### config.mk
export PLATFORM = sky130hd
export DESIGN_NAME = trace_run_monitor_flat
export DESIGN_NICKNAME = d
export VERILOG_FILES = /design/src/rtl/trace_run_monitor_pkg.sv /design/src/rtl/trace_run_monitor_if.sv /design/src/rtl/trace_ring_mem.sv /design/src/rtl/trace_run_monitor.sv /design/src/flat_wrapper.sv
export SDC_FILE = /design/constraint.sdc
export NUM_CORES = 1
export LEC_CHECK = 0
export ABC_AREA = 0
export ABC_CLOCK_PERIOD_IN_PS = 24300
export CORE_ASPECT_RATIO = 1.4
export CORE_MARGIN = 2
export CORE_UTILIZATION = 55
export DETAILED_ROUTE_END_ITERATION = 8
export GPL_TIMING_DRIVEN = 0
export HOLD_SLACK_MARGIN = 0.06
export PLACE_DENSITY = 0.73
export SLEW_MARGIN = 20
export SYNTH_ARGS = -nofsm -noshare
export SYNTH_HDL_FRONTEND = slang
export SYNTH_SLANG_ARGS = --single-unit
### constraint.sdc
create_clock -name clk -period 24.3 [get_ports clk]
set_input_delay 4.86 -clock clk [delete_from_list [all_inputs] [get_ports clk]]
set_output_delay 4.86 -clock clk [all_outputs]
set_load 0.01 [all_outputs]
### src/rtl/trace_run_monitor_pkg.sv
// trace_run_monitor_pkg
// Shared definitions for the run monitor: the controller states, the
// halt-cause encodings reported on halt_cause, and the RV32 instruction
// words that end a run.
package trace_run_monitor_pkg;

    typedef enum logic [1:0] {
        ST_RUN    = 2'd0,
        ST_HALTED = 2'd1,
        ST_DONE   = 2'd2
    } state_t;

    localparam logic [1:0] CAUSE_NONE  = 2'b00;
    localparam logic [1:0] CAUSE_BREAK = 2'b01;  // EBREAK or ECALL
    localparam logic [1:0] CAUSE_LOOP  = 2'b10;  // jal x0, 0 (spin in place)
    localparam logic [1:0] CAUSE_LIMIT = 2'b11;  // run-cycle budget exhausted

    localparam logic [31:0] INSN_EBREAK   = 32'h0010_0073;
    localparam logic [31:0] INSN_ECALL    = 32'h0000_0073;
    localparam logic [31:0] INSN_JAL_SELF = 32'h0000_006F;

endpackage

### src/rtl/trace_run_monitor_if.sv
// trace_run_monitor_if
// Groups the processor debug inputs and the readout valid/ready port.
//   master : the monitor (consumes enable/dbg_*/rd_ready, drives rd_*)
//   slave  : the environment (drives enable/dbg_*/rd_ready, consumes rd_*)
interface trace_run_monitor_if #(
    parameter int XLEN = 32
) ();
    logic            enable;
    logic [XLEN-1:0] dbg_instruction;
    logic [XLEN-1:0] dbg_pc;
    logic [XLEN-1:0] dbg_result;
    logic            rd_valid;
    logic            rd_ready;
    logic [XLEN-1:0] rd_pc;
    logic [XLEN-1:0] rd_instruction;
    logic [XLEN-1:0] rd_result;

    modport master (
        input  enable, dbg_instruction, dbg_pc, dbg_result, rd_ready,
        output rd_valid, rd_pc, rd_instruction, rd_result
    );

    modport slave (
        output enable, dbg_instruction, dbg_pc, dbg_result, rd_ready,
        input  rd_valid, rd_pc, rd_instruction, rd_result
    );
endinterface

### src/rtl/trace_ring_mem.sv
// trace_ring_mem
// DEPTH x WIDTH storage for the trace ring: one synchronous write port and
// one asynchronous read port. Contents are deliberately not reset.
//   clk              : write clock
//   wr_en/wr_addr/wr_data : write port
//   rd_addr/rd_data  : combinational read port
module trace_ring_mem #(
    parameter int WIDTH = 96,
    parameter int DEPTH = 16
) (
    input  logic                     clk,
    input  logic                     wr_en,
    input  logic [$clog2(DEPTH)-1:0] wr_addr,
    input  logic [WIDTH-1:0]         wr_data,
    input  logic [$clog2(DEPTH)-1:0] rd_addr,
    output logic [WIDTH-1:0]         rd_data
);
    logic [WIDTH-1:0] mem [DEPTH];

    always_ff @(posedge clk) begin
        if (wr_en) begin
            mem[wr_addr] <= wr_data;
        end
    end

    assign rd_data = mem[rd_addr];
endmodule

### src/rtl/trace_run_monitor.sv
// trace_run_monitor
// Watches the processor debug outputs, records retired {pc, instruction,
// result} triples in a ring buffer and stops on EBREAK/ECALL, a self-loop
// or a cycle limit. After the halt the recorded entries are drained
// oldest-first over the rd_* valid/ready port.
//   clk, rst     : clock, asynchronous active-high reset
//   bus (master) : enable, dbg_* inputs; rd_valid/rd_ready/rd_* readout
//   halted       : high once a halt was detected (HALTED and DONE)
//   halt_cause   : 00 none, 01 break/ecall, 10 self-loop, 11 limit
//   cycle_count  : enabled RUN cycles
//   entry_count  : valid entries held
//   overflow     : sticky, an entry was overwritten or dropped
module trace_run_monitor
    import trace_run_monitor_pkg::*;
#(
    parameter int XLEN          = 32,
    parameter int DEPTH         = 16,
    parameter int MAX_CYCLES    = 100,
    parameter int WRAP_MODE     = 1,
    parameter int HALT_ON_ECALL = 1
) (
    input  logic                     clk,
    input  logic                     rst,
    trace_run_monitor_if.master      bus,
    output logic                     halted,
    output logic [1:0]               halt_cause,
    output logic [31:0]              cycle_count,
    output logic [$clog2(DEPTH):0]   entry_count,
    output logic                     overflow
);
    localparam int AW    = $clog2(DEPTH);
    localparam int ENT_W = AW + 1;
    localparam logic [ENT_W-1:0] FULL = ENT_W'(DEPTH);

    state_t            state;
    logic [AW-1:0]     wr_ptr;
    logic [AW-1:0]     rd_ptr;
    logic              full;
    logic              wr_en;
    logic [1:0]        cause_nxt;
    logic [3*XLEN-1:0] rd_data;

    assign full  = (entry_count == FULL);
    // When full, only wrap mode keeps writing (over the oldest entry).
    assign wr_en = (state == ST_RUN) && bus.enable && (!full || WRAP_MODE != 0);

    assign bus.rd_valid = (state == ST_HALTED) && (entry_count != '0);
    assign {bus.rd_pc, bus.rd_instruction, bus.rd_result} = rd_data;

    // Halt decode, highest priority first.
    always_comb begin
        cause_nxt = CAUSE_NONE;
        if (bus.dbg_instruction == XLEN'(INSN_EBREAK) ||
            (HALT_ON_ECALL != 0 && bus.dbg_instruction == XLEN'(INSN_ECALL))) begin
            cause_nxt = CAUSE_BREAK;
        end else if (bus.dbg_instruction == XLEN'(INSN_JAL_SELF)) begin
            cause_nxt = CAUSE_LOOP;
        end else if (cycle_count == 32'(MAX_CYCLES - 1)) begin
            cause_nxt = CAUSE_LIMIT;
        end
    end

    trace_ring_mem #(
        .WIDTH (3 * XLEN),
        .DEPTH (DEPTH)
    ) u_mem (
        .clk     (clk),
        .wr_en   (wr_en),
        .wr_addr (wr_ptr),
        .wr_data ({bus.dbg_pc, bus.dbg_instruction, bus.dbg_result}),
        .rd_addr (rd_ptr),
        .rd_data (rd_data)
    );

    always_ff @(posedge clk or posedge rst) begin
        if (rst) begin
            state       <= ST_RUN;
            halted      <= 1'b0;
            halt_cause  <= CAUSE_NONE;
            cycle_count <= '0;
            entry_count <= '0;
            overflow    <= 1'b0;
            wr_ptr      <= '0;
            rd_ptr      <= '0;
        end else begin
            case (state)
                ST_RUN: begin
                    if (bus.enable) begin
                        cycle_count <= cycle_count + 32'd1;
                        if (!full) begin
                            wr_ptr      <= wr_ptr + 1'b1;
                            entry_count <= entry_count + 1'b1;
                        end else begin
                            overflow <= 1'b1;
                            // Wrap mode: the read pointer follows the write
                            // pointer so it always names the oldest entry.
                            if (WRAP_MODE != 0) begin
                                wr_ptr <= wr_ptr + 1'b1;
                                rd_ptr <= rd_ptr + 1'b1;
                            end
                        end
                        if (cause_nxt != CAUSE_NONE) begin
                            state      <= ST_HALTED;
                            halted     <= 1'b1;
                            halt_cause <= cause_nxt;
                        end
                    end
                end
                ST_HALTED: begin
                    if (entry_count == '0) begin
                        state <= ST_DONE;
                    end else if (bus.rd_ready) begin
                        rd_ptr      <= rd_ptr + 1'b1;
                        entry_count <= entry_count - 1'b1;
                        if (entry_count == ENT_W'(1)) begin
                            state <= ST_DONE;
                        end
                    end
                end
                ST_DONE: begin
                    state <= ST_DONE;
                end
                default: begin
                    state <= ST_RUN;
                end
            endcase
        end
    end
endmodule

### src/flat_wrapper.sv
// flat-port wrapper written by rule: the top's interface ports become plain ports
module trace_run_monitor_flat import trace_run_monitor_pkg::*;
#(
    parameter int XLEN          = 32,
    parameter int DEPTH         = 16,
    parameter int MAX_CYCLES    = 100,
    parameter int WRAP_MODE     = 1,
    parameter int HALT_ON_ECALL = 1
)
  (clk, rst, halted, halt_cause, cycle_count, entry_count, overflow, bus_enable, bus_dbg_instruction, bus_dbg_pc, bus_dbg_result, bus_rd_ready, bus_rd_valid, bus_rd_pc, bus_rd_instruction, bus_rd_result);
  trace_run_monitor_if #(.XLEN(XLEN)) bus_i ();
  input  logic clk;
  input  logic rst;
  output logic halted;
  output logic [1:0] halt_cause;
  output logic [31:0] cycle_count;
  output logic [$clog2(DEPTH):0] entry_count;
  output logic overflow;
  input wire logic [$bits(bus_i.enable)-1:0] bus_enable;
  input wire logic [$bits(bus_i.dbg_instruction)-1:0] bus_dbg_instruction;
  input wire logic [$bits(bus_i.dbg_pc)-1:0] bus_dbg_pc;
  input wire logic [$bits(bus_i.dbg_result)-1:0] bus_dbg_result;
  input wire logic [$bits(bus_i.rd_ready)-1:0] bus_rd_ready;
  output wire logic [$bits(bus_i.rd_valid)-1:0] bus_rd_valid;
  output wire logic [$bits(bus_i.rd_pc)-1:0] bus_rd_pc;
  output wire logic [$bits(bus_i.rd_instruction)-1:0] bus_rd_instruction;
  output wire logic [$bits(bus_i.rd_result)-1:0] bus_rd_result;
  assign bus_i.enable = bus_enable;
  assign bus_i.dbg_instruction = bus_dbg_instruction;
  assign bus_i.dbg_pc = bus_dbg_pc;
  assign bus_i.dbg_result = bus_dbg_result;
  assign bus_i.rd_ready = bus_rd_ready;
  assign bus_rd_valid = bus_i.rd_valid;
  assign bus_rd_pc = bus_i.rd_pc;
  assign bus_rd_instruction = bus_i.rd_instruction;
  assign bus_rd_result = bus_i.rd_result;
  trace_run_monitor #(.XLEN(XLEN), .DEPTH(DEPTH), .MAX_CYCLES(MAX_CYCLES), .WRAP_MODE(WRAP_MODE), .HALT_ON_ECALL(HALT_ON_ECALL)) u_core (.clk(clk), .rst(rst), .bus(bus_i), .halted(halted), .halt_cause(halt_cause), .cycle_count(cycle_count), .entry_count(entry_count), .overflow(overflow));
endmodule
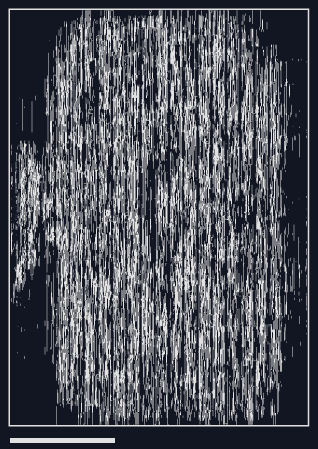
run_1/m2.png
Scale bar: 100 um.
The layer carries 75.9 mm of wire. 2881 nets have wire on it. The longest straight run is 139 um. The wires run mostly vertical. The layer holds 51% of the routed length.
met2 Use GR: 44.6%
routed via count: 28.9k
final wirelength: 147 mm

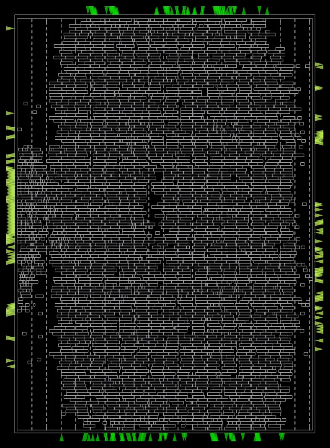
run_1/placed.png
flop share of the area: 66.5%
tap cells: 1450
row cnt: 143
Core Area: 109000 um2

==> run summary, run 1 <==
Port bufs - 237
VDD IR max - 0.0654 mV
Cts hold-fix bufs - 0
CTS Root Cell - clkbuf_16
Antenna-violating nets left - 0
Max power group - sequential cells
Post-synthesis sequential area ratio - 78.7%
Ys cells - 2396
Wire per inst - 32.9 um
Gate power share - 25.3%
Clk power - 2.22 mW
WHS - 0.473 ns
CTS sink cnt - 1587
Top FF cell, synth - edfxtp_1
Yosys cell types - 44
Hold Path Class - flop to flop
Pin count of the biggest net entering global routing - 29
Design Power - 7.45 mW
CP arrival - 4.63 ns
Ys flops - 1587
Vias per cell - 6.44
Clk pwr share - 29.7%
# nets final - 3029
Num ports - 238
Leak - 22.2 nW
Clk_lat worst skew - 0.77 ns
Synth Instances - 2396
DR DRC count - 0
Clock skew - 0.0199 ns
Top area contributor share - 76.6%
Area fraction in mux cells - 18.0%
Die X - 284 um
Power Dens Cells - 105 nW/um2
H-tree levels - 4
CTS tree - yes
Synth Area in Simple Gates - 1.18%
# resized after CTS - 0
Initial DRT Pass Iterations - 6
Global Route Usage Sum - 26.9%
Initial Util - 55.4%
Post-synth area from yosys stat - 60200 um2
DR iter-0 viols - 3749
Final HPWL from detailed placement - 92.7 mm
Final Hold Viols - 0
WS Path Type - flop to output port
Async S/R FF share, synth - 3.21%
Number of CTS-inserted buffers - 143
Syn nets - 2509
Top area cell types - edfxtp_1, mux4_2, dfrtp_1
Die ar. - 112000 um2
Post-CTS Setup Bufs - 0
Synthesized-area fraction occupied by adder cells - 0.270%
CP Launch Type - flop
Slew headroom - 27.9%
Area grow syn2layout - 18.4%
Dominant comb cell - multiplexers
EDFF count, synth - 1536
First-pass GRT wire length - 213 mm
Mapped Area - 60200 um2
Syn Area/Cell - 25.1 um2
Share of post-route cells with drive strength above 1 - 29.6%
P_seq - 3.35 mW
Crit Path Max Fanout - 10
XOR/XNOR Area Share - 0.611%
Int Pwr - 5.45 mW
Die height - 395 um
Max-Cap Viols - 0
RSZ-0062 raised after global routing - no
Data required, critical path - 19.44 ns
Sw Share - 26.9%
Fmax - 105 MHz
Aoi share - 0.224%
CP endpoint kind - output port
Status - completed
Slew Viols, Final - 0
Placer Congestion - 0.797
Reg power frac - 44.9%
Psw - 2.00 mW
Setup TNS - 0 ns
Cell type with the largest total area - edfxtp_1
Yosys warnings - 0
Fin crit period - 9.49 ns
Total grt overflow - 0
CTS Buffer Depth - 3
Initial antenna violation count - 22
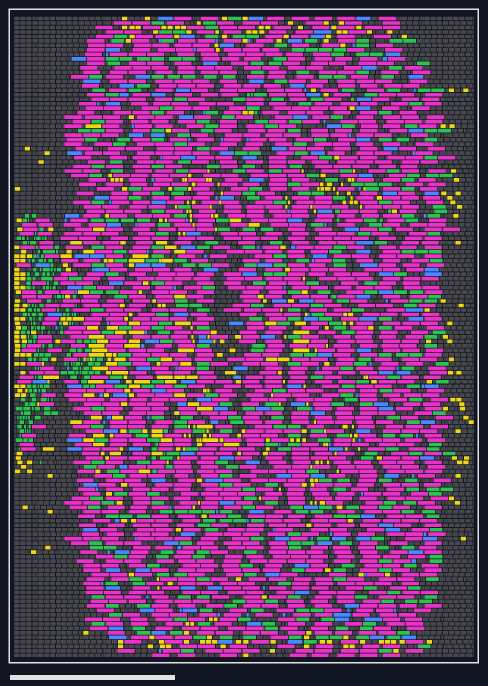
run_1/class_map.png
Scale bar: 100 um. Fill, decap, tap and diode cells in gray.
sequential cells: shown in magenta, cells 1587, share of their area 68%. remaining logic cells: shown in green, cells 694, share of their area 18%. clock drivers and dummy loads: shown in blue, cells 254, share of their area 6.6%. remaining buffers and delay cells: shown in yellow, cells 490, share of their area 7.3%.

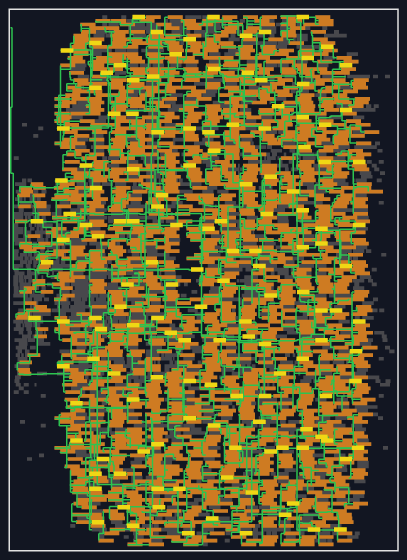
run_1/clock_wires.png
clock-net drivers: shown in yellow, count 143. clock wires: shown in green, length 16400 um. flip-flops: shown in orange, count 1587.
Position of the flops: widely spread.

-- run 1: cell usage in the layout, fill, tap and decap left out, types with 11 or more instances in the layout --
master              n
xnor2_1            33
buf_4              65
nand2_1            27
edfxtp_1         1536
buf_12             48
dfrtp_1            51
clkbuf_1           79
nor2_1             11
clkinv_1           37
nand4_1            13
clkbuf_16         150
bufinv_16          11
clkinv_2           20
mux4_2            480
nor2_4             12
buf_16             24
buf_6              18
buf_2              31
nand3_1            12
inv_1              11
diode_2            14
ha_1               13
clkdlybuf4s50_1   237
nor4_1             11
-- run 1: worst paths after layout --
path                                  start                 endpoint  slack (ns)
hold reg to reg               u_core.halted            u_core.halted        0.47
setup / recovery           u_core.rd_ptr[1]            bus_rd_pc[19]       14.81
max in group asynchronous               rst     u_core.halt_cause[0]       19.38
setup reg to reg            u_core.state[0]  u_core.u_mem.mem[0][50]       20.46
min in group asynchronous               rst         u_core.rd_ptr[2]        4.34
hold / removal                u_core.halted            u_core.halted        0.47
-- run 1: registers in the layout, indices dropped and copies added (netlist names) --
register	count
u_core.entry_count	5
u_core.rd_ptr	4
u_core.overflow	1
u_core.halt_cause	2
u_core.cycle_count	32
u_core.halted	1
u_core.wr_ptr	4
u_core.u_mem.mem	1536
u_core.state	2
-- run 1: through the flow --
| stage | worst slack [ns] | cell area [um2] | util [%] | cells |
|---|---|---|---|---|
| after floorplan | 11.49 | 60200 | - | 2396 |
| final | 14.81 | 71300 | 65.6 | 4489 |
| after global routing | 14.73 | 71300 | 65.6 | 4485 |
| after detailed placement | 15.63 | 66700 | 61.4 | 4220 |
| after global placement | 2.22 | 64400 | 59.3 | 4083 |
| after CTS | 14.78 | 71200 | 65.6 | 4474 |
-- run 1: cell usage after synthesis (5+ instances only) --
library cell and n:
nor2_1 23, inv_1 12, xnor2_1 33, xor2_1 9
dfrtp_1 51, buf_2 31, buf_1 5, nor3_1 13
o21ai_0 7, nand2_1 27, nand3_1 12, nand4_1 13
nor4_1 11, ha_1 13, clkbuf_1 62, buf_4 13
edfxtp_1 1536, mux4_2 480
-- run 1: metal layers --
metal / up-vias / part of all wire (%) / global-route usage [%]
met5: - / 0.054 / 0
met4: 12 / 3.3 / 9.71
met3: 275 / 9.1 / 6.03
met2: 1714 / 51 / 44.6
met1: 15400 / 36 / 35.4
li1: 11500 / - / -
-- run 1: worst max-delay path: stages (launching register included) --
cell	delay (ns)
dfrtp_1	0.37
buf_2	0.33
clkbuf_1	0.82
clkbuf_1	0.77
mux4_2	0.43
mux4_2	0.48
clkdlybuf4s50_1	0.68
-- run 1: kinds of logic after synthesis --
kind of cell / after synthesis
compound gates: 19
mux: 483
fa+ha+maj: 13
simple gates: 125
flops: 1587
xor+xnor: 42
buf+inv: 127
-- run 1: cell type report --
| class | count | area [um2] |
|---|---|---|
| antenna | 14 | 35.0 |
| buffer | 115 | 557 |
| clock inverter | 76 | 653 |
| tap | 1450 | 1810 |
| multi-input combinational | 682 | 12300 |
| timing repair buffer | 375 | 4540 |
| inverter | 12 | 45.0 |
| fill | 6659 | 37300 |
| sequential | 1587 | 47400 |
| clock buffer | 178 | 3910 |
## Run 2: what changed since run 1
ABC_CLOCK_PERIOD_IN_PS = 9200   (was 24300)
clock period = 9.2 ns   (was 24.3 ns; I/O delays follow)
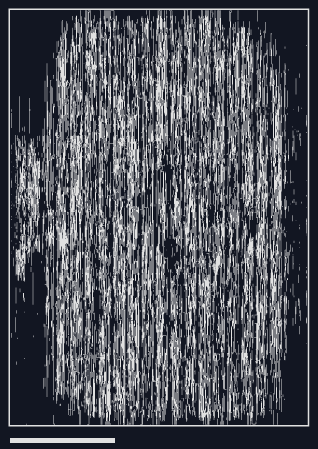
run_2/m2.png
Scale bar: 100 um.
The longest straight run is 135 um. The layer carries 75.3 mm of wire. The wires run mostly vertical. The layer holds 51% of the routed length. 2864 nets have wire on it.
final wirelength: 146 mm
met2 Use GR: 44.3%

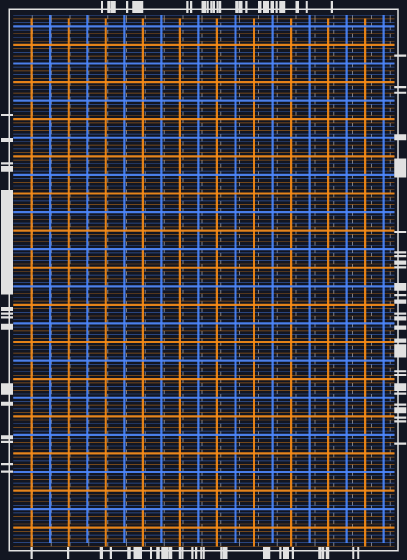
run_2/floorplan.png
Pins as bars on the die edge. Tap cells in gray.
VSS: shown in orange. VDD: shown in blue.
238 signal pins sit on the boundary. 20 straps on met4. The core has 143 rows. 1450 tap cells. 28 straps on met5.
VDD IR max: 0.179 mV
die height: 395 um
Die X: 284 um

==> run summary, run 2 <==
Post-synth area from yosys stat - 60200 um2 (unchanged)
Initial DRT Pass Iterations - 7 (+1)
Most flops, register - u_core.u_mem.mem
Data required, critical path - 7.36 ns (-12.08 ns)
First-pass GRT wire length - 211 mm (-0.88%)
Die ar. - 112000 um2 (unchanged)
Grt peak-use layer - met2
Crit Path Max Fanout - 10 (unchanged)
Top FF cell, synth - edfxtp_1
Global Route Usage Sum - 26.6% (-0.29 points)
Synth Instances - 2396 (unchanged)
DR DRC count - 0 (unchanged)
Num ports - 238 (unchanged)
WHS - 0.484 ns (+0.0117 ns)
Final Hold Viols - 0 (unchanged)
Biggest regs - u_core.u_mem.mem: 1536 flops, u_core.cycle_count: 32 flops, u_core.entry_count: 5 flops
Max reg flops - 1536 (unchanged)
Pin count of the biggest net entering global routing - 28 (-3.4%)
Row cnt - 143 (unchanged)
Area grow syn2layout - 19.1%
Worst setup slack after layout - 2.67 ns (-12.14 ns)
DR iter-0 viols - 3705 (-1.2%)
FF+latch area - 47400 um2 (unchanged)
Fin cells - 4465 (-0.53%)
Cells after DPL - 4203 (-0.40%)
Number of CTS-inserted buffers - 142 (-0.70%)
Fmax - 153 MHz
Routed via count - 28.7k (-0.82%)
H-tree levels - 4 (unchanged)
Power Dens Cells - 277 nW/um2 (+160%)
CP endpoint kind - output port
Async S/R FF share, synth - 3.21% (unchanged)
CTS Root Cell - clkbuf_16
Yosys cell types - 44 (unchanged)
Clock skew - 0.0270 ns (+0.00711 ns)
Post-CTS Setup Bufs - 0 (unchanged)
Setup WS pre-CTS - 3.54 ns (-12.09 ns)
Leak - 22.3 nW (+0.36%)
Max-Cap Viols - 0 (unchanged)
Slew Viols, Final - 0 (unchanged)
Most frequent logic cell in the layout - edfxtp_1
Most frequent cells in the layout - edfxtp_1, mux4_2, clkdlybuf4s50_1
Clk_lat worst skew - 0.76 ns (about the same)
Final HPWL from detailed placement - 93.4 mm (+0.79%)
Design Power - 19.9 mW (+170%)
Met1 Track Usage GR - 35.9% (+0.54 points)
Logic area - 12400 um2 (+0.20%)
Top area cell types - edfxtp_1, mux4_2, dfrtp_1
Port bufs - 237 (unchanged)
Fin crit period - 6.53 ns
Wire per inst - 32.8 um (-0.22%)
Post-synthesis sequential area ratio - 78.7% (unchanged)
Core Area - 109000 um2 (unchanged)
Placer Congestion - 0.793 (-0.53%)
WS Path Type - flop to output port
Mapped Area - 60200 um2 (unchanged)
RSZ-0062 raised after global routing - no
Antenna-violating nets left - 0 (unchanged)
Ys flops - 1587 (unchanged)
EDFF count, synth - 1536 (unchanged)
Yosys warnings - 0 (unchanged)
CTS sink cnt - 1587 (unchanged)
Cell type with the largest total area - edfxtp_1
Status - completed
## run 2: cell families (layout without fill, tap and decap cells)
family                   after synthesis  after routing  synth area share (%)
adder cells (fa/ha/maj)               13             13                 0.270
multiplexers                         483            483                  18.0
AND/OR/NAND/NOR                      125            125                  1.18
flip-flops                          1587           1587                  78.7
buffers and inverters                127            737                 0.987
AND-OR/OR-AND                         19             19                 0.224
XOR/XNOR                              42             42                 0.611
other                                  0              9                     0
## run 2: path summary, 6_finish.rpt
kind | from | endpoint | slack, ns | cells past startpoint
min in group asynchronous | rst | u_core.halt_cause[1] | 1.48 | 2
max | u_core.rd_ptr[1] | bus_rd_pc[20] | 2.67 | 6
min | u_core.overflow | u_core.overflow | 0.48 | 1
max in group asynchronous | rst | u_core.cycle_count[16] | 7.14 | 3
min reg2reg | u_core.overflow | u_core.overflow | 0.48 | 1
max reg2reg | u_core.state[0] | u_core.u_mem.mem[4][48] | 5.55 | 10
## run 2: power breakdown
part | switching [mW] | internal, mW
Clock | 2.53 | 3.46
Combinational | 2.57 | 2.45
Sequential | 0.187 | 8.65
Total | 5.29 | 14.6
## run 2: area by class of cell
| class | instances | share of cell area (%) |
|---|---|---|
| antenna | 9 | 0.0314 |
| buffer | 115 | 0.775 |
| tap | 1450 | 2.53 |
| clock buffer | 183 | 5.52 |
| clock inverter | 70 | 1.03 |
| multi-input combinational | 682 | 17.2 |
| sequential | 1587 | 66.1 |
| timing repair buffer | 357 | 6.72 |
| inverter | 12 | 0.0628 |
## run 2: worst max-delay path, cell delays in order (launching register included)
cell             delay [ns]
dfrtp_1                0.37
buf_2                  0.26
clkbuf_1               0.94
clkbuf_1               0.83
mux4_2                 0.43
mux4_2                 0.47
clkdlybuf4s50_1        0.63
## run 2: per-layer routing
layer,share of wire (%),vias to the layer above
met5,0.047,-
met4,2.2,12
met3,8.6,223
met2,51,1533
met1,38,15500
li1,-,11400
## run 2: metrics by stage
stage | util [%] | instance area [um2]
6_report | 66.0 | 71700
5_1_grt | 66.0 | 71700
4_1_cts | 66.0 | 71700
3_5_place_dp | 61.7 | 67000
3_3_place_gp | 59.3 | 64400
2_1_floorplan | - | 60200
No activity file was given, so power comes from the tool's default toggle rates.
